==> src/rtl/mem_arbiter.sv <==
// mem_arbiter: shares one memory port between fetch and data requesters, routing in-order responses via a tag FIFO.
// Define MEM_ARB_FAIR_EN to force a fetch grant after STARVE_LIMIT consecutive data grants while fetch waits.
module mem_arbiter #(
  parameter int DEPTH        = 2,
  parameter int STARVE_LIMIT = 4
) (
  input  logic        clk,
  input  logic        resetn,
  input  logic        if_valid,
  input  logic [31:0] if_addr,
  output logic        if_ready,
  output logic        if_rvalid,
  output logic [31:0] if_rdata,
  input  logic        dm_valid,
  input  logic [31:0] dm_addr,
  input  logic        dm_we,
  input  logic [31:0] dm_wdata,
  input  logic [3:0]  dm_strb,
  output logic        dm_ready,
  output logic        dm_rvalid,
  output logic [31:0] dm_rdata,
  output logic        mem_valid,
  output logic [31:0] mem_addr,
  output logic        mem_we,
  output logic [31:0] mem_wdata,
  output logic [3:0]  mem_strb,
  input  logic        mem_ready,
  input  logic        mem_rvalid,
  input  logic [31:0] mem_rdata
);

  localparam int PW = (DEPTH > 1) ? $clog2(DEPTH) : 1;
  localparam int CW = $clog2(DEPTH + 1);

  typedef enum logic [1:0] {IDLE, HOLD_IF, HOLD_DM} state_t;
  typedef enum logic [1:0] {GNT_NONE, GNT_IF, GNT_DM} grant_t;

  state_t          state, state_next;
  grant_t          grant;
  logic [CW-1:0]   count;
  logic [DEPTH-1:0] tags;
  logic [PW-1:0]   wr_ptr, rd_ptr;
  logic            full, push, pop, head, fetch_first;

  function automatic logic [PW-1:0] ptr_inc(input logic [PW-1:0] p);
    return (p == PW'(DEPTH - 1)) ? '0 : p + 1'b1;
  endfunction

  // full uses the registered count only, so mem_rvalid never reaches mem_valid combinationally
  assign full = (count == CW'(DEPTH));

`ifdef MEM_ARB_FAIR_EN
  localparam int SW = (STARVE_LIMIT > 0) ? $clog2(STARVE_LIMIT + 1) : 1;
  logic [SW-1:0] starve_cnt;

  assign fetch_first = (starve_cnt >= SW'(STARVE_LIMIT));

  always_ff @(posedge clk or negedge resetn) begin
    if (!resetn)
      starve_cnt <= '0;
    else if (!if_valid || if_ready)
      starve_cnt <= '0;
    else if (dm_ready && !fetch_first)
      starve_cnt <= starve_cnt + 1'b1;
  end
`else
  assign fetch_first = 1'b0;
`endif

  always_comb begin
    grant = GNT_NONE;
    if (resetn) begin
      case (state)
        HOLD_IF: grant = GNT_IF;
        HOLD_DM: grant = GNT_DM;
        default: begin
          if (!full) begin
            if (fetch_first && if_valid) grant = GNT_IF;
            else if (dm_valid)           grant = GNT_DM;
            else if (if_valid)           grant = GNT_IF;
          end
        end
      endcase
    end
  end

  always_comb begin
    mem_valid = 1'b0;
    mem_addr  = '0;
    mem_we    = 1'b0;
    mem_wdata = '0;
    mem_strb  = '0;
    case (grant)
      GNT_IF: begin
        mem_valid = 1'b1;
        mem_addr  = if_addr;
      end
      GNT_DM: begin
        mem_valid = 1'b1;
        mem_addr  = dm_addr;
        mem_we    = dm_we;
        mem_wdata = dm_wdata;
        mem_strb  = dm_we ? dm_strb : 4'h0;
      end
      default: ;
    endcase
  end

  assign if_ready = mem_ready && (grant == GNT_IF);
  assign dm_ready = mem_ready && (grant == GNT_DM);

  always_comb begin
    state_next = state;
    case (state)
      IDLE: begin
        if (grant == GNT_IF && !mem_ready) state_next = HOLD_IF;
        if (grant == GNT_DM && !mem_ready) state_next = HOLD_DM;
      end
      HOLD_IF, HOLD_DM: if (mem_ready) state_next = IDLE;
      default: state_next = IDLE;
    endcase
  end

  always_ff @(posedge clk or negedge resetn) begin
    if (!resetn) state <= IDLE;
    else         state <= state_next;
  end

  // Responses with nothing outstanding are dropped rather than popping an empty FIFO
  assign push = mem_valid && mem_ready;
  assign pop  = mem_rvalid && (count != '0);
  assign head = tags[rd_ptr];

  always_ff @(posedge clk or negedge resetn) begin
    if (!resetn) begin
      tags   <= '0;
      wr_ptr <= '0;
      rd_ptr <= '0;
      count  <= '0;
    end else begin
      if (push) begin
        tags[wr_ptr] <= (grant == GNT_DM);
        wr_ptr       <= ptr_inc(wr_ptr);
      end
      if (pop) rd_ptr <= ptr_inc(rd_ptr);
      count <= count + CW'(push) - CW'(pop);
    end
  end

  assign if_rvalid = pop && !head;
  assign dm_rvalid = pop && head;
  assign if_rdata  = mem_rdata;
  assign dm_rdata  = mem_rdata;

endmodule
==> config.mk <==
export PLATFORM = sky130hd
export DESIGN_NAME = mem_arbiter
export DESIGN_NICKNAME = d
export VERILOG_FILES = /design/src/rtl/mem_arbiter.sv
export SDC_FILE = /design/constraint.sdc
export NUM_CORES = 1
export LEC_CHECK = 0
export CAP_MARGIN = 20
export CORE_AREA = 4 4 105 107
export CTS_CLUSTER_DIAMETER = 60
export DETAILED_ROUTE_END_ITERATION = 12
export DIE_AREA = 0 0 109 111
export GPL_ROUTABILITY_DRIVEN = 0
export GPL_TIMING_DRIVEN = 0
export MAX_ROUTING_LAYER = met4
export PLACE_DENSITY = 0.68
export SETUP_SLACK_MARGIN = 0.02
export SLEW_MARGIN = 10
export SYNTH_ARGS = -nofsm -noshare
export SYNTH_HDL_FRONTEND = slang
export SYNTH_SLANG_ARGS = --single-unit
==> constraint.sdc <==
create_clock -name clk -period 2.79 [get_ports clk]
set_clock_uncertainty 0.1 [all_clocks]
set_input_delay 0.279 -clock clk [delete_from_list [all_inputs] [get_ports clk]]
set_output_delay 0.279 -clock clk [all_outputs]
set_load 0.05 [all_outputs]
Run 1, port wiring:
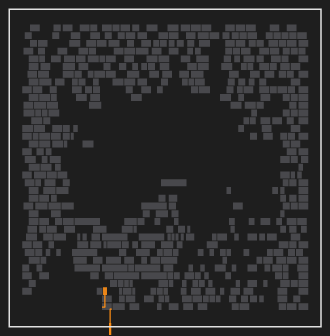
Key: dm_rvalid = orange [direction output, end cells 1, wire 11.8 microns]

Run 1, cell classes on the final placement:
Bar = 20 microns. Fill, decap, tap and diode cells in gray.
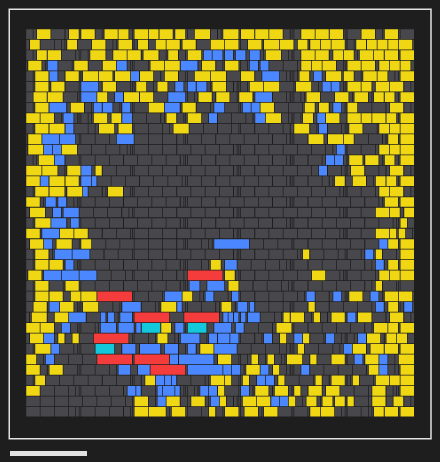
Key: cells driving clock nets = cyan [cells 3, share of their area 0.93%]; other buffers and delay cells = yellow [cells 331, share of their area 68%]; all other logic = blue [cells 152, share of their area 27%]; flip-flops = red [cells 8, share of their area 4.5%]
summed area of non-filler cells in the final layout: 0.00462 sq mm
core box area: 0.0101 sq mm
cell row count: 37
register fraction of the total cell area: 4.33%
final design utilization: 45.6%

Run 1, local utilization:
The die is cut into 11 by 11 equal tiles; white is low, dark blue is high, 0 to 100% covered.
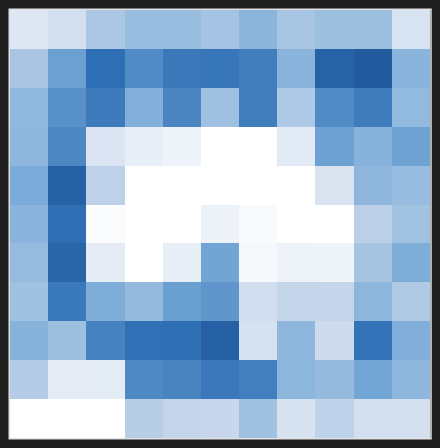
The emptiest ninth of the die: center. The fullest tile reaches 83%. The mean over all tiles is 37%.

Run 1, M1 wires:
Supply wires on this layer in gray.
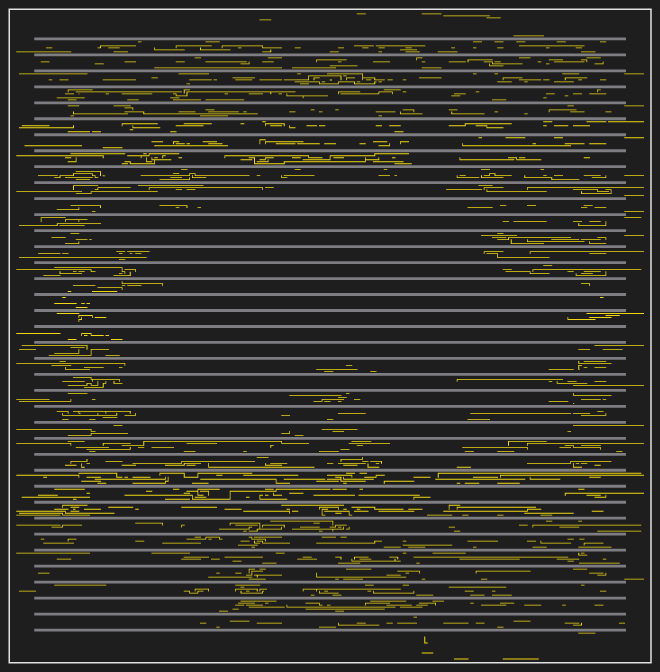
The layer carries 3230 microns of wire. The longest straight run is 34.5 microns.
Via Count: 2576
met1 global-route usage: 13.8%
Routed WL: 9.42 mm

==> impl_report.txt, run 1 <==
=== SYNTHESIS / PLACE & ROUTE SUMMARY ===
----------------------------------------------------
[Run status]
  Status ........................ completed

[GRT]
  Initial antenna violation count ........................ 0
  First-pass GRT wire length ........................ 13.5 mm
  Global-route layer with the greatest usage ........................ met2
  GRT Overall Usage ........................ 14.1%

[Route]
  Length of routed wiring on met1 ........................ 3.23 mm
  Tally of nets with antenna violations remaining after routing ........................ 0
  Number of DRC violations after detailed routing ........................ 0
  Routed wire length on met2 ........................ 5.04 mm
  Routed via count divided by cell count ........................ 4.09
  Max layer used ........................ met4

[Die]
  Tapcells ........................ 136
  Total die size ........................ 0.0121 sq mm
  Boundary pin count ........................ 277
  Die boundary height ........................ 111 microns
  FP Core Util ........................ 17.1%

[Clock tree]
  CTS buffer count ........................ 3
  H-Tree Depth ........................ 1
  Root buf cell ........................ sky130_fd_sc_hd__clkbuf_8
  Clock tree from TritonCTS ........................ built
  Clock latency at the later pin of the worst-skew pair ........................ 0.23 ns

[Run]
  MaxCap Viol Count ........................ 0

[Finish]
  Non-clock buffering overhead ........................ 65.2%
  Share of the final layout cell area in multi-input gates ........................ 25.4%
  Sequential cell count ........................ 8
  Number of non-clock inverters ........................ 6
  Combinational Area ........................ 0.00118 sq mm
  Count of inserted antenna diode cells ........................ 0
  Area added between synthesis and finish ........................ 167%
  Area taken by flip-flops and latches ........................ 200 sq um
  Total of fill cells in the finished design ........................ 974
  Layout clock buffers ........................ 3
  Total number of multi-input combinational cells ........................ 146
  Fraction of layout cells with a size suffix above 1 ........................ 44.5%

[Setup path]
  Critical Path, Cell by Cell ........................ inv_2, ha_4, nor2b_1, a22o_1, and2_2, ha_4, buf_6, a22oi_1, nor2_2, buf_6
  Required time of the critical path ........................ 2.41 ns
  Nature of the critical path endpoint ........................ primary output
  Buffers & Inverters on Critical Path ........................ 3
  Critical path class ........................ flip-flop to primary output

[Place]
  Half-perimeter wire length of the detailed placement result ........................ 7.79 mm
  Post-detailed-placement cell area ........................ 0.00438 sq mm
  Port Buf Inserts ........................ 244

[Synth]
  Post-synthesis instance area ........................ 0.00173 sq mm
  Commonest flop ........................ sky130_fd_sc_hd__dfrtp_1
  Syn. warnings ........................ 0
  Adder Share, Synth ........................ 5.07%
  Number of flops mapped to enable cells by yosys ........................ 0
  Synthesized flop and latch total ........................ 8
  Post-synthesis xor/xnor area fraction ........................ 1.52%
  Gate count after technology mapping ........................ 241
  Proportion of register bits with asynchronous set or reset after synthesis ........................ 100%
  Count leader, synth ........................ sky130_fd_sc_hd__buf_4

[Timing]
  Min cycle time layout ........................ 2.66 ns
  Unrepaired setup endpoints after global routing ........................ true
  Achievable frequency ........................ 376 MHz
  Count of final hold-check violations ........................ 0
  Worst-margin pin slew ........................ 0.558 ns
  Final max-slew violation count ........................ 0
  Final setup violation count ........................ 0
  Relative slew slack ........................ 62.7%

[Worst hold path]
  Class of the tightest hold or removal check ........................ flip-flop to flip-flop

----------------------------------------------------
## run 1: cell usage in the layout, fill, tap and decap left out, types with 4 or more instances in the layout
cell,count
sky130_fd_sc_hd__a22oi_1,18
sky130_fd_sc_hd__a22oi_2,15
sky130_fd_sc_hd__and2_1,35
sky130_fd_sc_hd__and3_1,4
sky130_fd_sc_hd__buf_2,27
sky130_fd_sc_hd__buf_4,83
sky130_fd_sc_hd__buf_6,41
sky130_fd_sc_hd__clkdlybuf4s50_1,171
sky130_fd_sc_hd__dfrtp_1,8
sky130_fd_sc_hd__nor2_1,6
sky130_fd_sc_hd__nor2_2,26
sky130_fd_sc_hd__nor2_4,5
sky130_fd_sc_hd__nor2b_1,4
## run 1: power breakdown
| part | internal (W) | total (W) | switching (W) | leakage, nW |
|---|---|---|---|---|
| Clock | 0.0000934 | 0.000139 | 0.0000452 | 0.0216 |
| Sequential | 0.000165 | 0.000208 | 0.0000430 | 0.101 |
| Combinational | 0.000805 | 0.00201 | 0.00121 | 1.89 |
## run 1: worst reg2reg max path, stage by stage, from the launching register on
cell and delay (ns):
sky130_fd_sc_hd__dfrtp_1 0.37, sky130_fd_sc_hd__inv_2 0.07, sky130_fd_sc_hd__ha_4 0.30, sky130_fd_sc_hd__nor2_2 0.05
sky130_fd_sc_hd__a32oi_2 0.23, sky130_fd_sc_hd__nor2b_1 0.08, sky130_fd_sc_hd__ha_1 0.30, sky130_fd_sc_hd__buf_6 0.14
sky130_fd_sc_hd__nand2b_4 0.16, sky130_fd_sc_hd__xor2_1 0.18, sky130_fd_sc_hd__ha_2 0.24, sky130_fd_sc_hd__inv_2 0.04
sky130_fd_sc_hd__a311o_1 0.26, sky130_fd_sc_hd__nand4_1 0.07
## run 1: sequential cells by signal (all words and copies together), names as in the netlist
| name | flops |
|---|---|
| state | 2 |
| rd_ptr | 1 |
| count | 2 |
| wr_ptr | 1 |
| tags | 2 |
## run 1: metrics by stage
| stage | utilization, % | std cells | total power (W) | setup slack (ns) | setup TNS (ns) |
|---|---|---|---|---|---|
| floorplan | - | 241 | 0.00142 | -0.0664 | -0.985 |
| CTS | 43.9 | 626 | 0.00225 | 0.0298 | 0 |
| global route | 45.6 | 630 | 0.00250 | 0.0132 | 0 |
| detailed placement | 43.2 | 621 | 0.00205 | -0.868 | -46.87 |
| global placement | 43.2 | 621 | 0.00203 | -0.878 | -43.70 |
| finish | 45.6 | 630 | 0.00236 | 0.130 | 0 |
## run 1: logic make-up (layout without fill, tap and decap cells)
logic type | count (synthesis) | count (layout)
compound gates | 41 | 41
xor+xnor | 3 | 3
fa+ha+maj | 7 | 7
buf+inv | 87 | 340
flops | 8 | 8
mux | 3 | 3
simple gates | 92 | 92
## run 1: final timing paths
kind,from,to,depth (start not counted)
max in group asynchronous,resetn,tags[0],2
worst min register to register,rd_ptr,rd_ptr,1
worst min-delay path,rd_ptr,rd_ptr,1
worst max register to register,state[0],count[1],13
min in group asynchronous,resetn,count[1],2
worst max-delay path,state[0],mem_addr[14],10
## run 1: repair_timing
action                                 CTS  global route
endpoints found under the hold margin    0             8
pin swaps                                3             8
setup endpoints to repair               73            71
hold buffers                             0             1
gates cloned                             0             0
gates resized                          391           124
buffers inserted                         3             4
==> run 1 -> run 2 <==
--- a/config.mk
+++ b/config.mk
@@ -19,3 +19,4 @@
 export SYNTH_ARGS = -nofsm -noshare
 export SYNTH_HDL_FRONTEND = slang
 export SYNTH_SLANG_ARGS = --single-unit
+export TNS_END_PERCENT = 5
Run 2, port wiring:
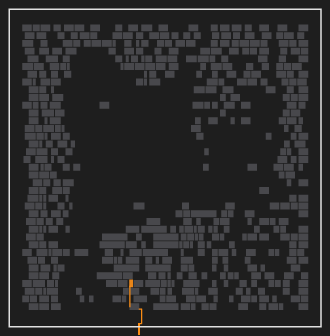
Key: dm_rvalid = orange [direction output, end cells 1, wire 14.9 microns]

Run 2, M1 wires:
Supply wires on this layer in gray.
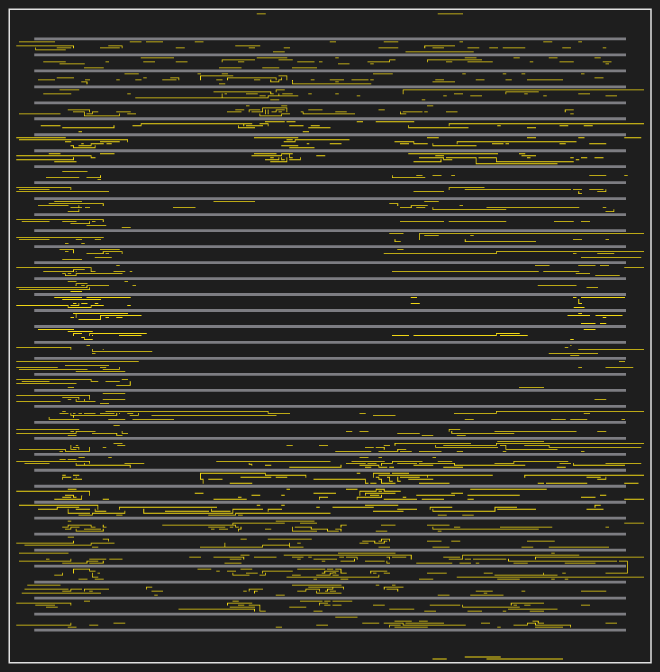
The layer carries 3330 microns of wire. The wires run mostly horizontal. The layer holds 34% of the routed length. 532 nets have wire on it. The longest straight run is 40.9 microns.

==> impl_report.txt, run 2 <==
=== SYNTHESIS / PLACE & ROUTE SUMMARY ===
----------------------------------------------------
[Power]
  Power density of the placed cells ........................ 510 mW/mm^2
  Post-layout power ........................ 0.00225 W (-4.7%)
  Maximum VDD drop ........................ 258 uV
  Leakage power figure ........................ 1.99 nW

[Synth]
  Gate count after technology mapping ........................ 241 (unchanged)
  Number of flops mapped to enable cells by yosys ........................ 0 (unchanged)
  Post-synthesis instance area ........................ 0.00173 sq mm (unchanged)
  Commonest flop ........................ sky130_fd_sc_hd__dfrtp_1
  Avg Cell Area, Syn ........................ 7.17 sq um
  Proportion of register bits with asynchronous set or reset after synthesis ........................ 100% (unchanged)
  Number of cells in the yosys synthesis report ........................ 241
  Top-area cell share ........................ 27.8%
  Synthesized flop and latch total ........................ 8 (unchanged)
  Yosys stat chip area ........................ 0.00173 sq mm
  Syn. warnings ........................ 0 (unchanged)
  Cell type with the largest total area ........................ sky130_fd_sc_hd__buf_4
  Syn_nets ........................ 387
  Count leader, synth ........................ sky130_fd_sc_hd__buf_4
  Register area share after synthesis ........................ 11.6%
  Distinct cell type count after synthesis ........................ 30
  List of most frequent post-synthesis cells ........................ sky130_fd_sc_hd__buf_4, sky130_fd_sc_hd__nor2_1, sky130_fd_sc_hd__and2_1
  Area contributors post-synth ........................ sky130_fd_sc_hd__buf_4, sky130_fd_sc_hd__a22oi_1, sky130_fd_sc_hd__and2_1, sky130_fd_sc_hd__dfrtp_1, sky130_fd_sc_hd__nor2_1

[Clock tree]
  Clock-pin slew on the worst setup and hold paths ........................ 0.04 ns
  H-Tree Depth ........................ 1 (unchanged)
  Number of buffers added to fix hold violations after cts ........................ 0 (unchanged)
  Clock Sinks ........................ 8
  Clock tree from TritonCTS ........................ built
  CTS buffer count ........................ 3 (unchanged)
  Number of buffers on the longest clock path ........................ 2
  Root buf cell ........................ sky130_fd_sc_hd__clkbuf_8
  Clock latency at the later pin of the worst-skew pair ........................ 0.23 ns (about the same)

[Place]
  Port Buf Inserts ........................ 244 (unchanged)
  Pre-CTS setup slack ........................ -0.911 ns (-0.0433 ns)
  Post-detailed-placement cell area ........................ 0.00434 sq mm (-0.80%)
  Half-perimeter wire length of the detailed placement result ........................ 8.45 mm (+8.5%)
  Post-Place Cells ........................ 621 (unchanged)

[Route]
  1st-pass router iterations ........................ 4
  Number of design-rule violations left by the first detailed-router iteration ........................ 85
  Routed via count divided by cell count ........................ 4.12 (+0.85%)
  Number of DRC violations after detailed routing ........................ 0 (unchanged)
  Routed WL ........................ 9.66 mm (+2.6%)
  Via Count ........................ 2598 (+0.85%)
  Tally of nets with antenna violations remaining after routing ........................ 0 (unchanged)
  Avg WL per Cell ........................ 15.3 microns

[Timing]
  Min cycle time layout ........................ 2.70 ns (+0.0436 ns)
  Slack of the critical path ........................ 0.0859 ns (-0.0436 ns)
  Count of final hold-check violations ........................ 0 (unchanged)
  Final max-slew violation count ........................ 0 (unchanged)
  Achievable frequency ........................ 370 MHz (-1.6%)
  Final setup violation count ........................ 0 (unchanged)
  Unrepaired setup endpoints after global routing ........................ true
  Relative slew slack ........................ 59.0% (-3.7 points)
  Worst-margin pin slew ........................ 0.609 ns (+0.0513 ns)
  Accumulated negative setup slack ........................ 0 ns (unchanged)
  Share of the clock period used by the worst path after layout ........................ 96.9%

[Finish]
  Post-route insts no fill ........................ 630 (unchanged)
  Combinational Area ........................ 0.00104 sq mm (-12%)
  Top cells excl fill/tap ........................ sky130_fd_sc_hd__clkdlybuf4s50_1, sky130_fd_sc_hd__buf_4, sky130_fd_sc_hd__and2_1
  Registers with the most flip-flops ........................ count: 2 flops, state: 2 flops, tags: 2 flops
  Summed area of non-filler cells in the final layout ........................ 0.00441 sq mm (-4.7%)
  Commonest Layout Cell ........................ sky130_fd_sc_hd__clkdlybuf4s50_1
  Fraction of layout cells with a size suffix above 1 ........................ 37.0% (-7.5 points)
  Total of fill cells in the finished design ........................ 995 (+2.2%)
  Area added between synthesis and finish ........................ 155%
  Area taken by flip-flops and latches ........................ 200 sq um (unchanged)
  Count of inserted antenna diode cells ........................ 0 (unchanged)
  Final nets ........................ 642

[Setup path]
  Required time of the critical path ........................ 2.41 ns (about the same)
  Critical Path Start Type ........................ flip-flop
  Data arrival time at the worst-slack endpoint ........................ 2.33 ns
  Critical path launch point ........................ state[1]
  Nature of the critical path endpoint ........................ primary output
  Critical path endpoint ........................ mem_addr[0]
  Depth of the most critical reg-to-reg path ........................ 13 (unchanged)
  Critical path peak fanout ........................ 10
  Reg-to-reg critical path endpoint ........................ count[1]
  R2R Path Start ........................ state[1]
  R2r setup slk ........................ 0.13 ns
  Critical path class ........................ flip-flop to primary output

[Die]
  Die boundary height ........................ 111 microns (unchanged)
  Cell row count ........................ 37 (unchanged)
  FP Core Util ........................ 17.1% (unchanged)
  Chip Width ........................ 109 microns
  Total die size ........................ 0.0121 sq mm (unchanged)
  Core box area ........................ 0.0101 sq mm (unchanged)
  Boundary pin count ........................ 277 (unchanged)

[GRT]
  Pin count of the biggest net entering global routing ........................ 13
  GRT Overall Usage ........................ 14.5% (+0.42 points)
  First-pass GRT wire length ........................ 13.6 mm (+0.67%)
  Total overflow reported by the global router ........................ 0
  Via count of the first global-routing pass ........................ 2686
  Initial antenna violation count ........................ 0 (unchanged)

[Run]
  MaxCap Viol Count ........................ 0 (unchanged)
  OpenROAD warning count ........................ 33

[Run status]
  Status ........................ completed

[Worst hold path]
  Class of the tightest hold or removal check ........................ input pin to asynchronous set/reset pin

----------------------------------------------------
==> run 2: cell counts after synthesis <==
Identical to the previous run, type by type.
==> run 2: stage by stage <==
| stage | utilization (%) | hold slack (ns) |
|---|---|---|
| after floorplan | - | -0.117 |
| after global placement | 42.8 | 0.386 |
| after detailed placement | 42.8 | 0.394 |
| after CTS | 42.9 | 0.316 |
| after global routing | 43.5 | 0.341 |
| final | 43.5 | 0.302 |
==> run 2: final cells by class <==
class,count,share of cell area [%]
Multi-Input combinational cell,146,23.5
Timing Repair Buffer,252,53.3
Tap cell,136,3.86
Inverter,6,0.511
Sequential cell,8,4.54
Buffer,79,13.3
Clock buffer,3,0.937
==> run 2: kinds of logic (layout without fill, tap and decap cells) <==
| kind of cell | Yosys count | after routing | synth area share, % |
|---|---|---|---|
| AND-OR/OR-AND | 41 | 41 | 17.9 |
| XOR/XNOR | 3 | 3 | 1.52 |
| adder cells (fa/ha/maj) | 7 | 7 | 5.06 |
| buffers and inverters | 87 | 340 | 33.9 |
| flip-flops | 8 | 8 | 11.6 |
| multiplexers | 3 | 3 | 1.88 |
| AND/OR/NAND/NOR | 92 | 92 | 28.1 |
==> run 2: worst min-delay path by stage <==
stage / depth (start not counted) / startpoint / end
2_1_floorplan: 0 / resetn / count[0]
3_3_place_gp: 1 / rd_ptr / rd_ptr
3_5_place_dp: 1 / tags[1] / tags[1]
4_1_cts: 1 / resetn / tags[1]
5_1_grt: 1 / resetn / tags[1]
6_report: 1 / resetn / tags[1]
==> run 2: power breakdown <==
part / total, W / internal, W / leakage [nW] / switching [W]
registers: 0.000207 / 0.000165 / 0.101 / 0.0000422
logic: 0.00191 / 0.000766 / 1.87 / 0.00114
clock network: 0.000137 / 0.0000933 / 0.0216 / 0.0000433
total: 0.00225 / 0.00102 / 1.99 / 0.00123
==> run 2: what timing repair did <==
action                     4_1_cts  5_1_grt
hold endpoints to repair         0        0
pin swaps                        2        5
setup endpoints to repair       73       69
gates cloned                     0        0
buffers inserted                 2        6
gates resized                  382       97
==> run 2: critical path, cell delays in order, from the launching register on <==
cell                      delay [ns]
sky130_fd_sc_hd__dfrtp_1        0.38
sky130_fd_sc_hd__buf_4          0.13
sky130_fd_sc_hd__buf_4          0.13
sky130_fd_sc_hd__ha_1           0.17
sky130_fd_sc_hd__a22o_1         0.23
sky130_fd_sc_hd__and2_2         0.24
sky130_fd_sc_hd__ha_4           0.19
sky130_fd_sc_hd__buf_4          0.18
sky130_fd_sc_hd__a22oi_1        0.21
sky130_fd_sc_hd__nor2_2         0.04
sky130_fd_sc_hd__buf_4          0.19
==> run 2: metal layers <==
metal | GRT usage [%] | vias up | wire length, microns
met3 | 3.20 | 6 | 1050
li1 | - | 1250 | -
met5 | - | - | 0
met4 | 1.52 | 0 | 82
met1 | 14.5 | 1170 | 3330
met2 | 28.9 | 172 | 5200
==> run 2 -> run 3 <==
--- a/config.mk
+++ b/config.mk
@@ -5,7 +5,6 @@
 export SDC_FILE = /design/constraint.sdc
 export NUM_CORES = 1
 export LEC_CHECK = 0
-export CAP_MARGIN = 20
 export CORE_AREA = 4 4 105 107
 export CTS_CLUSTER_DIAMETER = 60
 export DETAILED_ROUTE_END_ITERATION = 12
Run 3, local utilization:
The die is cut into 11 by 11 equal tiles; white is low, dark blue is high, 0 to 100% covered.
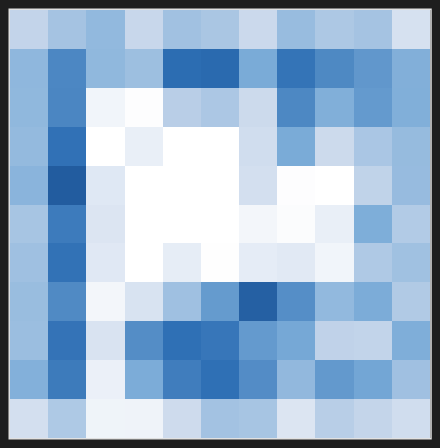
final design utilization: 43.5%
FP Core Util: 17.1%

Run 3, M1 wires:
Supply wires on this layer in gray.
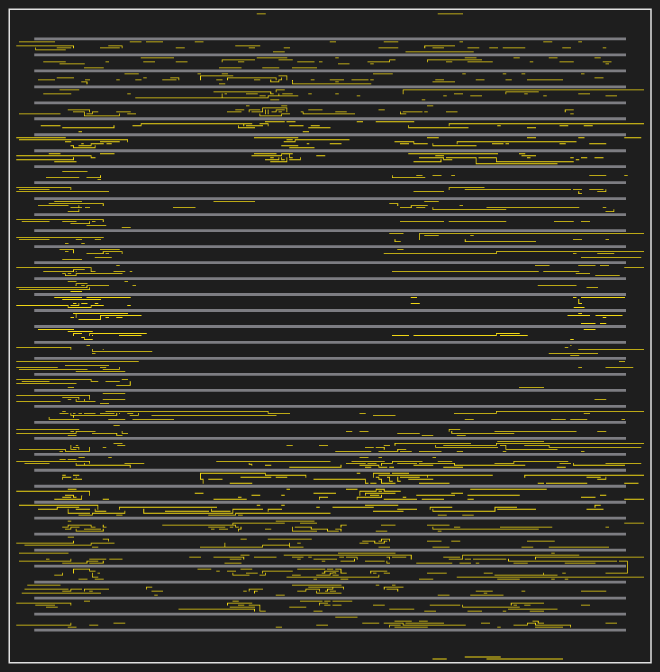
Routed WL: 9.66 mm
met1 global-route usage: 14.5%

==> impl_report.txt, run 3 <==
=== SYNTHESIS / PLACE & ROUTE SUMMARY ===
----------------------------------------------------
[Timing]
  Count of final hold-check violations ........................ 0 (unchanged)
  Min cycle time layout ........................ 2.70 ns (unchanged)
  Final setup violation count ........................ 0 (unchanged)
  Final max-slew violation count ........................ 0 (unchanged)
  Relative slew slack ........................ 59.0% (unchanged)
  Achievable frequency ........................ 370 MHz (unchanged)
  Worst-margin pin slew ........................ 0.609 ns (unchanged)
  Hold_ws ........................ 0.302 ns (unchanged)
  Slack of the critical path ........................ 0.0859 ns (unchanged)
  Share of the clock period used by the worst path after layout ........................ 96.9% (unchanged)

[Route]
  Routed via count divided by cell count ........................ 4.12 (unchanged)
  Via Count ........................ 2598 (unchanged)
  Number of DRC violations after detailed routing ........................ 0 (unchanged)
  Number of design-rule violations left by the first detailed-router iteration ........................ 85 (unchanged)
  Tally of nets with antenna violations remaining after routing ........................ 0 (unchanged)
  Avg WL per Cell ........................ 15.3 microns (unchanged)

[Clock tree]
  Clock-pin slew on the worst setup and hold paths ........................ 0.04 ns (about the same)
  Clock Sinks ........................ 8 (unchanged)
  Number of buffers on the longest clock path ........................ 2 (unchanged)
  Root buf cell ........................ sky130_fd_sc_hd__clkbuf_8
  Number of buffers added to fix hold violations after cts ........................ 0 (unchanged)
  Clock tree from TritonCTS ........................ built
  Clock latency at the later pin of the worst-skew pair ........................ 0.23 ns (about the same)
  H-Tree Depth ........................ 1 (unchanged)

[Place]
  Half-perimeter wire length of the detailed placement result ........................ 8.45 mm (unchanged)
  Post-Place Cells ........................ 621 (unchanged)
  Port Buf Inserts ........................ 244 (unchanged)
  Post-detailed-placement cell area ........................ 0.00434 sq mm (unchanged)
  Pre-CTS setup slack ........................ -0.911 ns (unchanged)

[Setup path]
  Required time of the critical path ........................ 2.41 ns (about the same)
  Critical Path Start Type ........................ flip-flop
  Critical path class ........................ flip-flop to primary output
  R2r setup slk ........................ 0.13 ns (about the same)
  Data arrival time at the worst-slack endpoint ........................ 2.33 ns (about the same)
  Critical path peak fanout ........................ 10 (unchanged)

[Power]
  Switching portion of total power ........................ 54.5% (unchanged)
  Sw Pwr ........................ 0.00123 W (unchanged)
  Sequential power share ........................ 9.2% (about the same)
  Part of the power in combinational logic ........................ 84.7% (about the same)
  Power density of the placed cells ........................ 510 mW/mm^2 (unchanged)

[Synth]
  List of most frequent post-synthesis cells ........................ sky130_fd_sc_hd__buf_4, sky130_fd_sc_hd__nor2_1, sky130_fd_sc_hd__and2_1
  Syn. warnings ........................ 0 (unchanged)
  Count leader, synth ........................ sky130_fd_sc_hd__buf_4
  Yosys stat chip area ........................ 0.00173 sq mm (unchanged)
  Gate count after technology mapping ........................ 241 (unchanged)
  Commonest flop ........................ sky130_fd_sc_hd__dfrtp_1
  Register area share after synthesis ........................ 11.6% (unchanged)
  Post-synthesis instance area ........................ 0.00173 sq mm (unchanged)
  Cell type with the largest total area ........................ sky130_fd_sc_hd__buf_4
  Syn_nets ........................ 387 (unchanged)
  Proportion of register bits with asynchronous set or reset after synthesis ........................ 100% (unchanged)
  Number of flops mapped to enable cells by yosys ........................ 0 (unchanged)
  Area contributors post-synth ........................ sky130_fd_sc_hd__buf_4, sky130_fd_sc_hd__a22oi_1, sky130_fd_sc_hd__and2_1, sky130_fd_sc_hd__dfrtp_1, sky130_fd_sc_hd__nor2_1
  Top-area cell share ........................ 27.8% (unchanged)

[GRT]
  Pin count of the biggest net entering global routing ........................ 13 (unchanged)
  Via count of the first global-routing pass ........................ 2686 (unchanged)
  First-pass GRT wire length ........................ 13.6 mm (unchanged)
  GRT Overall Usage ........................ 14.5% (unchanged)

[Finish]
  Commonest Layout Cell ........................ sky130_fd_sc_hd__clkdlybuf4s50_1
  Count of inserted antenna diode cells ........................ 0 (unchanged)
  Final nets ........................ 642 (unchanged)
  Registers with the most flip-flops ........................ count: 2 flops, state: 2 flops, tags: 2 flops
  Top cells excl fill/tap ........................ sky130_fd_sc_hd__clkdlybuf4s50_1, sky130_fd_sc_hd__buf_4, sky130_fd_sc_hd__and2_1
  Post-route insts no fill ........................ 630 (unchanged)
  Area added between synthesis and finish ........................ 155% (unchanged)
  Fraction of layout cells with a size suffix above 1 ........................ 37.0% (unchanged)

[Die]
  Core box area ........................ 0.0101 sq mm (unchanged)
  Chip Width ........................ 109 microns (unchanged)
  Boundary pin count ........................ 277 (unchanged)
  Total die size ........................ 0.0121 sq mm (unchanged)

[Run status]
  Status ........................ completed

[Run]
  MaxCap Viol Count ........................ 0 (unchanged)

----------------------------------------------------
[run 3: cell counts after synthesis]
Identical to the previous run, type by type.
[run 3: worst max-delay path, stage by stage (launching register included)]
cell and delay [ns]:
sky130_fd_sc_hd__dfrtp_1 0.38, sky130_fd_sc_hd__buf_4 0.13, sky130_fd_sc_hd__buf_4 0.13, sky130_fd_sc_hd__ha_1 0.17
sky130_fd_sc_hd__a22o_1 0.23, sky130_fd_sc_hd__and2_2 0.24, sky130_fd_sc_hd__ha_4 0.19, sky130_fd_sc_hd__buf_4 0.18
sky130_fd_sc_hd__a22oi_1 0.21, sky130_fd_sc_hd__nor2_2 0.04, sky130_fd_sc_hd__buf_4 0.19
[run 3: metrics by stage]
| stage | setup TNS (ns) | util, % |
|---|---|---|
| 4_1_cts | -0.00378 | 42.9 |
| 3_3_place_gp | -42.94 | 42.8 |
| 6_report | 0 | 43.5 |
| 3_5_place_dp | -49.69 | 42.8 |
| 5_1_grt | -0.275 | 43.5 |
| 2_1_floorplan | -1.91 | - |
[run 3: cells by family after synthesis]
family / Yosys count / synth area share (%)
AOI/OAI and AO/OA: 41 / 17.9
xor gates and xnor gates: 3 / 1.52
adders and majority gates: 7 / 5.06
buffers and inverters: 87 / 33.9
DFF: 8 / 11.6
muxes: 3 / 1.88
and+or+nand+nor: 92 / 28.1
[run 3: power by group through the flow]
stage                     Sequential, W  Combinational (W)  Clock, W
after floorplan                0.000199            0.00119         0
after global placement         0.000205            0.00181         0
after detailed placement       0.000210            0.00182         0
after CTS                      0.000205            0.00186  0.000140
after global routing           0.000214            0.00203  0.000147
final                          0.000207            0.00191  0.000137
[run 3: area by class of cell]
cell class | instances | area (sq um)
Tap cell | 136 | 170
Multi-Input combinational cell | 146 | 1040
Clock buffer | 3 | 41.3
Buffer | 79 | 588
Inverter | 6 | 22.5
Fill cell | 995 | 5730
Timing Repair Buffer | 252 | 2350
Sequential cell | 8 | 200
[run 3: final timing paths]
kind	from	to	depth (start not counted)
max	state[1]	mem_addr[0]	10
min	resetn	tags[1]	1
max reg2reg	state[1]	count[1]	13
min reg2reg	wr_ptr	wr_ptr	1
max in group asynchronous	resetn	state[0]	1
min in group clk	wr_ptr	wr_ptr	1
[run 3: timing repair]
action | CTS | global route
setup endpoints to repair | 73 | 69
gates resized | 382 | 97
pin swaps | 2 | 5
setup buffers | 2 | 6
[run 3: routing by layer]
metal  global-route usage, %  up-vias  wire length [microns]
met5                       -        -                      0
met4                    1.52        0                     82
met2                    28.9      172                   5200
li1                        -     1250                      -
met3                    3.20        6                   1050
met1                    14.5     1170                   3330
Power is estimated from default activity; no workload was simulated.
